## config.mk

```make
export PLATFORM = sky130hd
export DESIGN_NAME = capture_sequencer
export DESIGN_NICKNAME = d
export VERILOG_FILES = /design/src/rtl/acsp_pkg.sv /design/src/rtl/tx_byte_handshake.sv /design/src/rtl/capture_sequencer.sv
export SDC_FILE = /design/constraint.sdc
export NUM_CORES = 1
export LEC_CHECK = 0
export ABC_AREA = 1
export CORE_MARGIN = 2
export CORE_UTILIZATION = 50
export CTS_BUF_LIST = sky130_fd_sc_hd__clkbuf_4
export DETAILED_ROUTE_END_ITERATION = 12
export PLACE_DENSITY = 0.87
export SLEW_MARGIN = 20
export SYNTH_ARGS = -nofsm -noshare
export SYNTH_HDL_FRONTEND = slang
export SYNTH_HIERARCHICAL = 1
export SYNTH_SLANG_ARGS = --single-unit
export TNS_END_PERCENT = 100
```

## constraint.sdc

```tcl
create_clock -name clock -period 2.4 [get_ports clock]
set_input_delay 0.36 -clock clock [delete_from_list [all_inputs] [get_ports clock]]
set_output_delay 0.36 -clock clock [all_outputs]
set_load 0.01 [all_outputs]
```

## src/rtl/acsp_pkg.sv

```systemverilog
// Shared types for the logic-analyzer capture/readback sequencer.
package acsp_pkg;

    localparam int SAMPLE_WIDTH = 8;

    typedef enum logic [2:0] {
        IDLE,
        ARMED,
        POST,
        RD_ADDR,
        RD_WAIT,
        SEND,
        TX_WAIT
    } capture_state_t;

    typedef enum logic [1:0] {
        HS_IDLE,
        HS_SEND,
        HS_WAIT_HI,
        HS_WAIT_LO
    } handshake_state_t;

endpackage

```

## src/rtl/tx_byte_handshake.sv

```systemverilog
// Hands one byte to the UART: waits for idle, pulses tx_start, then waits for
// the busy high/low cycle that marks the byte as gone.
module tx_byte_handshake (
    input  logic       clock,
    input  logic       reset,
    input  logic       abort,
    input  logic       load,
    input  logic [7:0] load_byte,
    input  logic       tx_busy,
    output logic       tx_start,
    output logic [7:0] tx_byte,
    output logic       byte_done
);
    import acsp_pkg::*;

    handshake_state_t hs_state, hs_next;
    logic start_next;

    always_ff @(posedge clock or posedge reset) begin
        if (reset) begin
            hs_state <= HS_IDLE;
            tx_start <= 1'b0;
            tx_byte  <= '0;
        end else begin
            hs_state <= hs_next;
            tx_start <= start_next;
            if (hs_state == HS_IDLE && load && !abort)
                tx_byte <= load_byte;
        end
    end

    always_comb begin
        hs_next    = hs_state;
        start_next = 1'b0;
        byte_done  = 1'b0;
        case (hs_state)
            HS_IDLE:    if (load) hs_next = HS_SEND;
            HS_SEND: begin
                if (!tx_busy) begin
                    start_next = 1'b1;
                    hs_next    = HS_WAIT_HI;
                end
            end
            HS_WAIT_HI: if (tx_busy) hs_next = HS_WAIT_LO;
            HS_WAIT_LO: begin
                if (!tx_busy) begin
                    byte_done = 1'b1;
                    hs_next   = HS_IDLE;
                end
            end
            default:    hs_next = HS_IDLE;
        endcase
        if (abort) begin
            hs_next    = HS_IDLE;
            start_next = 1'b0;
            byte_done  = 1'b0;
        end
    end

endmodule

```

## src/rtl/capture_sequencer.sv

```systemverilog
// Circular capture into external sample RAM, post-trigger fill, then oldest-first
// readback of the most recent samples over the UART byte handshake.
module capture_sequencer #(
    parameter int SAMPLE_WIDTH = 8,
    parameter int ADDR_WIDTH   = 10
) (
    input  logic                    clock,
    input  logic                    reset,
    input  logic                    cmd_arm,
    input  logic                    cmd_abort,
    input  logic [ADDR_WIDTH:0]     read_count,
    input  logic [ADDR_WIDTH:0]     delay_count,
    input  logic                    valid_in,
    input  logic [SAMPLE_WIDTH-1:0] sample_in,
    input  logic                    run,
    output logic                    arm,
    output logic                    mem_we,
    output logic [ADDR_WIDTH-1:0]   mem_waddr,
    output logic [SAMPLE_WIDTH-1:0] mem_wdata,
    output logic [ADDR_WIDTH-1:0]   mem_raddr,
    input  logic [SAMPLE_WIDTH-1:0] mem_rdata,
    output logic [7:0]              tx_byte,
    output logic                    tx_start,
    input  logic                    tx_busy,
    output logic                    busy,
    output logic                    done
);
    import acsp_pkg::*;

    localparam int CW = ADDR_WIDTH + 1;
    localparam logic [CW-1:0] DEPTH_C = {1'b1, {ADDR_WIDTH{1'b0}}};

    capture_state_t state, state_next;
    logic [ADDR_WIDTH-1:0] wptr, rptr;
    logic [CW-1:0] rc, dc, post_cnt, remaining;
    logic done_next, load, byte_done;

    always_ff @(posedge clock or posedge reset) begin
        if (reset) begin
            state     <= IDLE;
            wptr      <= '0;
            rptr      <= '0;
            rc        <= '0;
            dc        <= '0;
            post_cnt  <= '0;
            remaining <= '0;
            done      <= 1'b0;
        end else begin
            state <= state_next;
            done  <= done_next;
            if (mem_we)
                wptr <= wptr + ADDR_WIDTH'(1);
            if (state == IDLE && state_next == ARMED) begin
                rc <= (read_count > DEPTH_C) ? DEPTH_C : read_count;
                dc <= delay_count;
            end
            if (state == ARMED && state_next == POST)
                post_cnt <= dc;
            else if (state == POST && valid_in)
                post_cnt <= post_cnt - CW'(1);
            // The final write increments wptr on the same edge, so the oldest
            // sample to return sits at (wptr + 1) - rc.
            if ((state == ARMED || state == POST) && state_next == RD_ADDR) begin
                rptr      <= wptr + ADDR_WIDTH'(1) - rc[ADDR_WIDTH-1:0];
                remaining <= rc;
            end else if (state == TX_WAIT && byte_done && !cmd_abort) begin
                rptr      <= rptr + ADDR_WIDTH'(1);
                remaining <= remaining - CW'(1);
            end
        end
    end

    always_comb begin
        state_next = state;
        done_next  = 1'b0;
        load       = 1'b0;
        mem_we     = 1'b0;
        case (state)
            IDLE:    if (cmd_arm) state_next = ARMED;
            ARMED: begin
                if (valid_in) begin
                    mem_we = 1'b1;
                    if (run) state_next = (dc == '0) ? RD_ADDR : POST;
                end
            end
            POST: begin
                if (valid_in) begin
                    mem_we = 1'b1;
                    if (post_cnt == CW'(1)) state_next = RD_ADDR;
                end
            end
            RD_ADDR: begin
                if (remaining == '0) begin
                    done_next  = 1'b1;
                    state_next = IDLE;
                end else begin
                    state_next = RD_WAIT;
                end
            end
            RD_WAIT: begin
                load       = 1'b1;
                state_next = SEND;
            end
            SEND:    if (!tx_busy) state_next = TX_WAIT;
            TX_WAIT: begin
                if (byte_done) begin
                    if (remaining == CW'(1)) begin
                        done_next  = 1'b1;
                        state_next = IDLE;
                    end else begin
                        state_next = RD_ADDR;
                    end
                end
            end
            default: state_next = IDLE;
        endcase
        if (cmd_abort) begin
            state_next = IDLE;
            done_next  = 1'b0;
            load       = 1'b0;
        end
    end

    assign arm       = (state == ARMED);
    assign busy      = (state != IDLE);
    assign mem_waddr = wptr;
    assign mem_wdata = mem_we ? sample_in : '0;
    assign mem_raddr = rptr;

    tx_byte_handshake u_handshake (
        .clock     (clock),
        .reset     (reset),
        .abort     (cmd_abort),
        .load      (load),
        .load_byte (mem_rdata),
        .tx_busy   (tx_busy),
        .tx_start  (tx_start),
        .tx_byte   (tx_byte),
        .byte_done (byte_done)
    );

endmodule

```

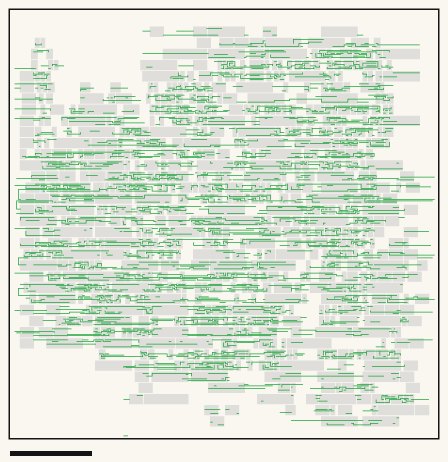
(run_1/layer_met1.png)
Bar = 20 um. Cells faint in the background.
The wires run mostly horizontal. 773 nets have wire on it. The longest straight run is 23.0 um. The layer carries 5570 um of wire. The layer holds 42% of the routed length.
drt total wl: 13290 um
via count: 4858
grt met1 use: 29.79%

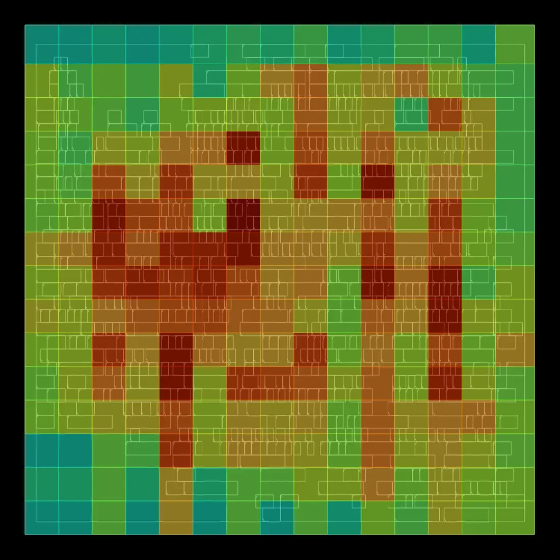
(run_1/congestion.png)
GRT Util Overall: 24.30%
met3 track utilization from global routing: 3.681%
global route hottest layer: met2

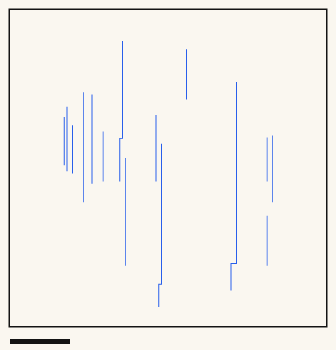
(run_1/layer_met4.png)
Bar = 20 um.
The layer holds 3.3% of the routed length. The wires run mostly vertical. The layer carries 432 um of wire. The longest straight run is 59.9 um. 14 nets have wire on it.

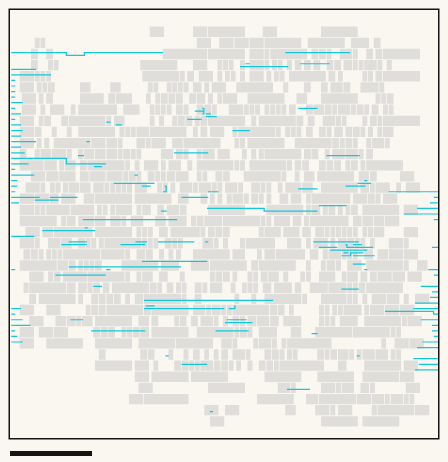
(run_1/layer_met3.png)
Bar = 20 um. Cells faint in the background.
The longest straight run is 31.3 um. The layer holds 5.0% of the routed length.

==> results.txt, run 1 <==
impl run done, here's what came out: Unique cell types=37, Die Size=10940 sq um, Mapped Avg Cell Area=7.441 sq um, WL/cell=14.33 um, maximum vdd drop=0.7373 mV, warnings from Yosys=6, mux frac, synth=0%, core region area=9819 sq um, failing checks=setup timing, Chip Height=104.6 um, CTS buffer count=9, io pins=86, Net Switching=0.002765 W, CTS Hold Bufs=0, crit end category=flip-flop, CTS tree=done, clk buf depth=2, Seq/Total Area, Yosys=39.07%, clock sinks=79, Slew HR=53.58%, setup TNS=-0.02203 ns, share of layout cells above drive strength 1=16.62%, post-synth area from yosys stat=5060 sq um, Clock power frac=17.0%, PnR worst setup slack=-0.02203 ns, Power Internal=0.003859 W, initial antenna violation count=0, HP Class=input pin to async pin, register share of total power=31.5%, Top logic family=simple AND/OR/NAND/NOR gates, vias in the first global route=4778, combinational power share=51.5%, first-pass GRT wire length=21740 um, Post-Synth AOI/OAI Area=6.133%, met2 wire length=6621 um, max cap viols=0, Post-route DRC=0, Finish-stage setup viols=1, most frequent cells in the layout=nand2_1, nand3_1, inv_1, Top cell excl fill/tap=nand2_1, crit path max fanout=3, Worst Tran Pin Value=0.6900 ns, Adder Area Share=5.341%, Synth top area share=39.07%, Layout area overhead=30.17%, crit path DAT=2.78 ns, Non-Filler Instances=927, Hold WS=0.2431 ns, Die Wd=104.6 um, WS Path Type=flip-flop to flip-flop, total inserted antenna cells=0, DR WL met3=667 um, outcome=complete, but fails checks, maximum number of pins on one net before global-route repair=31, Clock Latency Late Sink=0.45 ns, met1 wire length=5568 um, worst clock skew=0.01904 ns
run 1: Yosys cell counts:
master,n
nand2_2,6
ha_1,20
buf_6,6
or2_2,2
nand2_4,1
xnor2_1,11
nand3_4,1
nor4_1,5
inv_2,6
buf_1,1
nor2_4,4
clkbuf_1,1
nor3_1,4
a21oi_1,7
a221oi_1,1
nand3_2,3
o21ai_0,25
o21ai_1,6
nor2_2,4
buf_2,11
o21bai_1,2
nor3_2,1
xor2_1,23
o31ai_1,1
dfrtp_1,79
a31oi_1,2
nor2_1,63
inv_1,86
buf_12,1
o21ai_2,8
fa_1,1
nand3_1,91
o22ai_1,1
and2_1,1
nand2_1,182
nand3b_1,5
nand4_1,8
run 1: critical path, stage by stage, from the launching register on:
cell and delay (ns):
dfrtp_1 0.44, ha_4 0.19, nand3_2 0.07, nand3b_1 0.22
xor2_2 0.23, inv_2 0.07, ha_4 0.28, nand2_4 0.06
nor2_4 0.10, nand2_1 0.07, nor2_2 0.11, nand3b_1 0.16
inv_1 0.05, nand2_1 0.06, nand2_1 0.05, nand2_1 0.06
nand2_1 0.05, nand2_1 0.05, inv_1 0.03
run 1: final timing paths:
| check | start | to | slack [ns] | depth (start not counted) |
|---|---|---|---|---|
| max | mem_waddr[0] | mem_raddr[9] | -0.02 | 18 |
| min | reset | u_handshake/tx_start | 0.24 | 2 |
| max reg2reg | mem_waddr[0] | mem_raddr[9] | -0.02 | 18 |
| min reg2reg | u_handshake/tx_byte[4] | u_handshake/tx_byte[4] | 0.50 | 2 |
| max in group asynchronous | reset | mem_waddr[1] | 1.39 | 3 |
| min in group clock | delay_count[8] | dc[8] | 0.42 | 3 |
run 1: metrics by stage:
stage               setup slack (ns)  total power (W)  area (sq um)
floorplan                    0.06752         0.004009          5060
global placement             -0.1358         0.004844          6087
detailed placement           -0.1922         0.004966          6087
CTS                         0.005060         0.006257          6424
global route                 -0.1941         0.007136          6586
finish                      -0.02203         0.006624          6586
run 1: state kept, by name, summed over array words and instances (netlist names):
name,flops
rc,11
u_handshake/hs_state,2
post_cnt,11
dc,11
state,3
done,1
mem_raddr,10
u_handshake/tx_start,1
u_handshake/tx_byte,8
mem_waddr,10
remaining,11
run 1: power by group through the flow:
stage	combinational [W]	sequential (W)	clock [W]
after floorplan	0.00193	0.00208	0
after global placement	0.00278	0.00207	0
after detailed placement	0.00287	0.00209	0
after CTS	0.00306	0.00206	0.00114
after global routing	0.00380	0.00213	0.00120
final	0.00341	0.00209	0.00112
run 1: metal layers:
metal  track usage, %  up-vias
li1                 -     2373
met1            29.79     2274
met2            41.97      176
met3            3.681       35
met4            11.52        0
met5                0        -
run 1: layout make-up:
cell class | count | area [sq um]
flip-flops and latches | 79 | 1982
clock inverters | 6 | 133.9
well taps | 133 | 166.4
repair buffers | 118 | 1086
fillers | 822 | 3233
clock buffers | 9 | 67.56
multi-input cells | 490 | 2805
inverters | 92 | 345.3
run 1: what timing repair did:
action,CTS,global route
gates cloned,0,1
setup endpoints to repair,10,26
resized,23,48
buffers inserted,11,4
pin swaps,4,14
==> run_1/layer_met2.png <==
Bar = 20 um. Cells faint in the background.
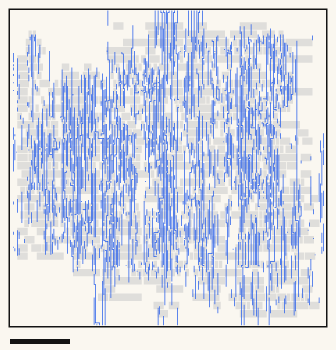

## Run 2: what changed since run 1
--- a/config.mk
+++ b/config.mk
@@ -7,9 +7,10 @@
 export LEC_CHECK = 0
 export ABC_AREA = 1
 export CORE_MARGIN = 2
-export CORE_UTILIZATION = 50
+export CORE_UTILIZATION = 60
 export CTS_BUF_LIST = sky130_fd_sc_hd__clkbuf_4
 export DETAILED_ROUTE_END_ITERATION = 12
+export DONT_BUFFER_PORTS = 1
 export PLACE_DENSITY = 0.87
 export SLEW_MARGIN = 20
 export SYNTH_ARGS = -nofsm -noshare
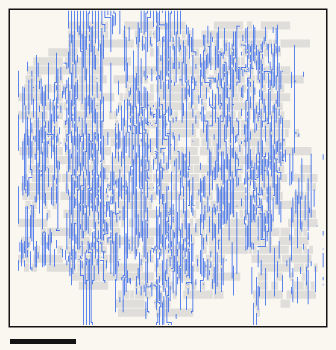
(run_2/layer_met2.png)
Bar = 20 um. Cells faint in the background.
The layer holds 51% of the routed length. The longest straight run is 51.3 um. 625 nets have wire on it. The wires run mostly vertical.
drt total wl: 12800 um
via count: 4636
met2 usage: 46.50%

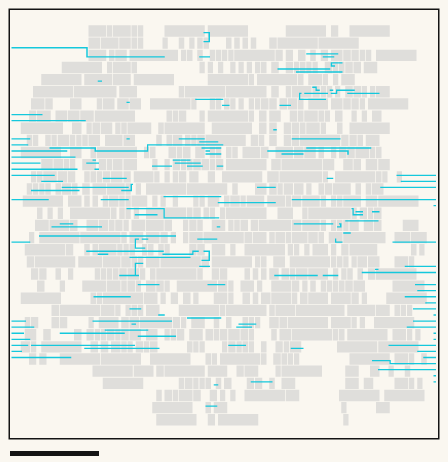
(run_2/layer_met3.png)
Bar = 20 um. Cells faint in the background.
108 nets have wire on it. The wires run mostly horizontal.

==> results.txt, run 2 <==
impl run done, here's what came out: ys flops=79, WP data required=2.73 ns, register share of total power=35.7%, Initial DRC Count=503, warnings from Yosys=6, Mapped Avg Cell Area=7.441 sq um, crit end category=flip-flop, Synth top area share=39.07%, I/O Buffers=0, core region area=8175 sq um, r2r setup slk=-0.004 ns, Seq/Total Area, Yosys=39.07%, Finish-stage setup viols=1, R2R Path Start=mem_waddr[1], io pins=86, CTS buffer count=9, initial antenna violation count=0, Hold Path Depth=2, Hold EP=dc[6], failing checks=setup timing, most common cell in the synthesized netlist=nand2_1, crit path max fanout=5, list of most frequent post-synthesis cells=nand2_1, nand3_1, inv_1, dfrtp_1, nor2_1, post-synth top area cell=dfrtp_1, Core Util at FP=61.89%, CTS root buffer=clkbuf_4, Chip Height=95.83 um, asr flop ratio synth=100.0%, maximum number of pins on one net before global-route repair=69, Non-Filler Instances=809, CTS tree=done, Mapped Nets=746, DRT Pass-1 Iters=5, Die Wd=95.83 um, Die Size=9183 sq um, Dominant flop cell=dfrtp_1, most frequent cells in the layout=nand2_1, nand3_1, inv_1, worst clock skew=0.02214 ns, Unique cell types=37, switching share of total power=45.23%, Setup WS pre-CTS=-0.03562 ns, total power=0.006019 W, Period minus WS final=2.404 ns, Slew HR=46.85%, Layout area overhead=12.17%, outcome=complete, but fails checks, Post-synth area hogs=dfrtp_1, nand2_1, nand3_1, inv_1, ha_1, clk buf depth=2, PwrDens=1061 nW/um^2, Hold WS=0.01827 ns, RR Endpoint=mem_raddr[7], Clock Latency Late Sink=0.44 ns, HPWL after DPL=8720 um, Fillers=635, Mapped Cells=680, Net Switching=0.002723 W, R2R cell count=13, PnR worst setup slack=-0.004017 ns, Power Internal=0.003297 W, maximum vdd drop=0.6903 mV, first-pass GRT wire length=19720 um, Post-route DRC=0, max cap viols=0, EDFF count, synth=0, post-synth area from yosys stat=5060 sq um, vias in the first global route=4311, fin. max-slew vios=0, hold path start=delay_count[6], nets=765, RSZ-0062 raised after global routing=true, Clock power frac=15.3%, total inserted antenna cells=0, Top cell excl fill/tap=nand2_1, Worst Tran Pin Value=0.7904 ns, crit path DAT=2.73 ns, combinational power share=49.0%, WL/cell=15.82 um, share of layout cells above drive strength 1=16.48%, WS Path Type=flip-flop to flip-flop, period utilisation layout=100.2%, HP Class=input pin to flip-flop, clock sinks=79, Final Hold Violation Tally=0, DRT antenna net count=0, number of core rows=33, clock slew at reported path FFs=0.15 ns, final core utilization=69.42%, GRT Util Overall=27.44%
[run 2: power groups by stage]
stage / sequential, W / clock [W] / combinational (W)
5_1_grt: 0.00220 / 0.000984 / 0.00330
6_report: 0.00215 / 0.000920 / 0.00295
3_5_place_dp: 0.00215 / 0 / 0.00250
4_1_cts: 0.00212 / 0.000926 / 0.00260
2_1_floorplan: 0.00208 / 0 / 0.00193
3_3_place_gp: 0.00212 / 0 / 0.00238
[run 2: per-stage QoR]
step / area (sq um) / setup TNS, ns
5_1_grt: 5675 / -0.8967
4_1_cts: 5379 / -0.0003912
2_1_floorplan: 5060 / 0
3_5_place_dp: 5149 / -0.04862
3_3_place_gp: 5149 / 0
6_report: 5675 / -0.004017
[run 2: final cells by class]
class	count	area (sq um)	share of cell area, %
flip-flops and latches	79	1983	34.94
inverters	92	354.1	6.239
repair buffers	26	235.2	4.145
clock inverters	6	85.08	1.499
repair inverters	1	7.507	0.1323
clock buffers	10	75.07	1.323
well taps	105	131.4	2.315
multi-input cells	490	2804	49.40
[run 2: worst max-delay path by stage]
| stage | depth (start not counted) | to | from | slack [ns] |
|---|---|---|---|---|
| final | 13 | mem_raddr[7] | mem_waddr[1] | -0.004 |
| after global routing | 18 | mem_raddr[9] | mem_waddr[1] | -0.13 |
| after CTS | 7 | mem_wdata[5] | state[1] | -0.0004 |
| after detailed placement | 18 | mem_raddr[9] | mem_waddr[1] | -0.04 |
| after global placement | 13 | mem_raddr[7] | mem_waddr[1] | 0.08 |
| after floorplan | 18 | mem_raddr[9] | mem_waddr[0] | 0.07 |
[run 2: kinds of logic (layout without fill, tap and decap cells)]
logic type | Yosys count | after routing | synth area share [%]
AND-OR/OR-AND | 53 | 53 | 6.133
XOR/XNOR | 34 | 34 | 5.885
adder cells (fa/ha/maj) | 21 | 21 | 5.341
buffers and inverters | 112 | 135 | 9.792
flip-flops | 79 | 79 | 39.07
AND/OR/NAND/NOR | 381 | 382 | 33.78
[run 2: metal layers]
layer,GRT usage (%),up-vias,share of wire [%]
met5,0,-,0
met2,46.50,225,51
li1,-,2202,-
met1,34.33,2171,39
met4,12.02,0,3.0
met3,4.933,38,7.3
[run 2: repair_timing]
action	4_1_cts	5_1_grt
endpoints found under the hold margin	81	0
hold buffers	3	0
setup endpoints to repair	3	37
pin swaps	1	11
setup buffers	0	12
gates cloned	0	2
resized	7	54
[run 2: worst max-delay path, cell delays in order, from the launching register on]
cell	delay, ns
dfrtp_2	0.46
ha_4	0.19
nand3_4	0.07
xor2_1	0.20
inv_1	0.09
ha_2	0.39
nand2_1	0.13
nor2_4	0.11
nand2_1	0.07
nand3_1	0.11
a21oi_1	0.11
and2_1	0.16
nor3_2	0.15
nor2_1	0.07
Power figures rest on the tool's default switching activity, not on a simulated workload.
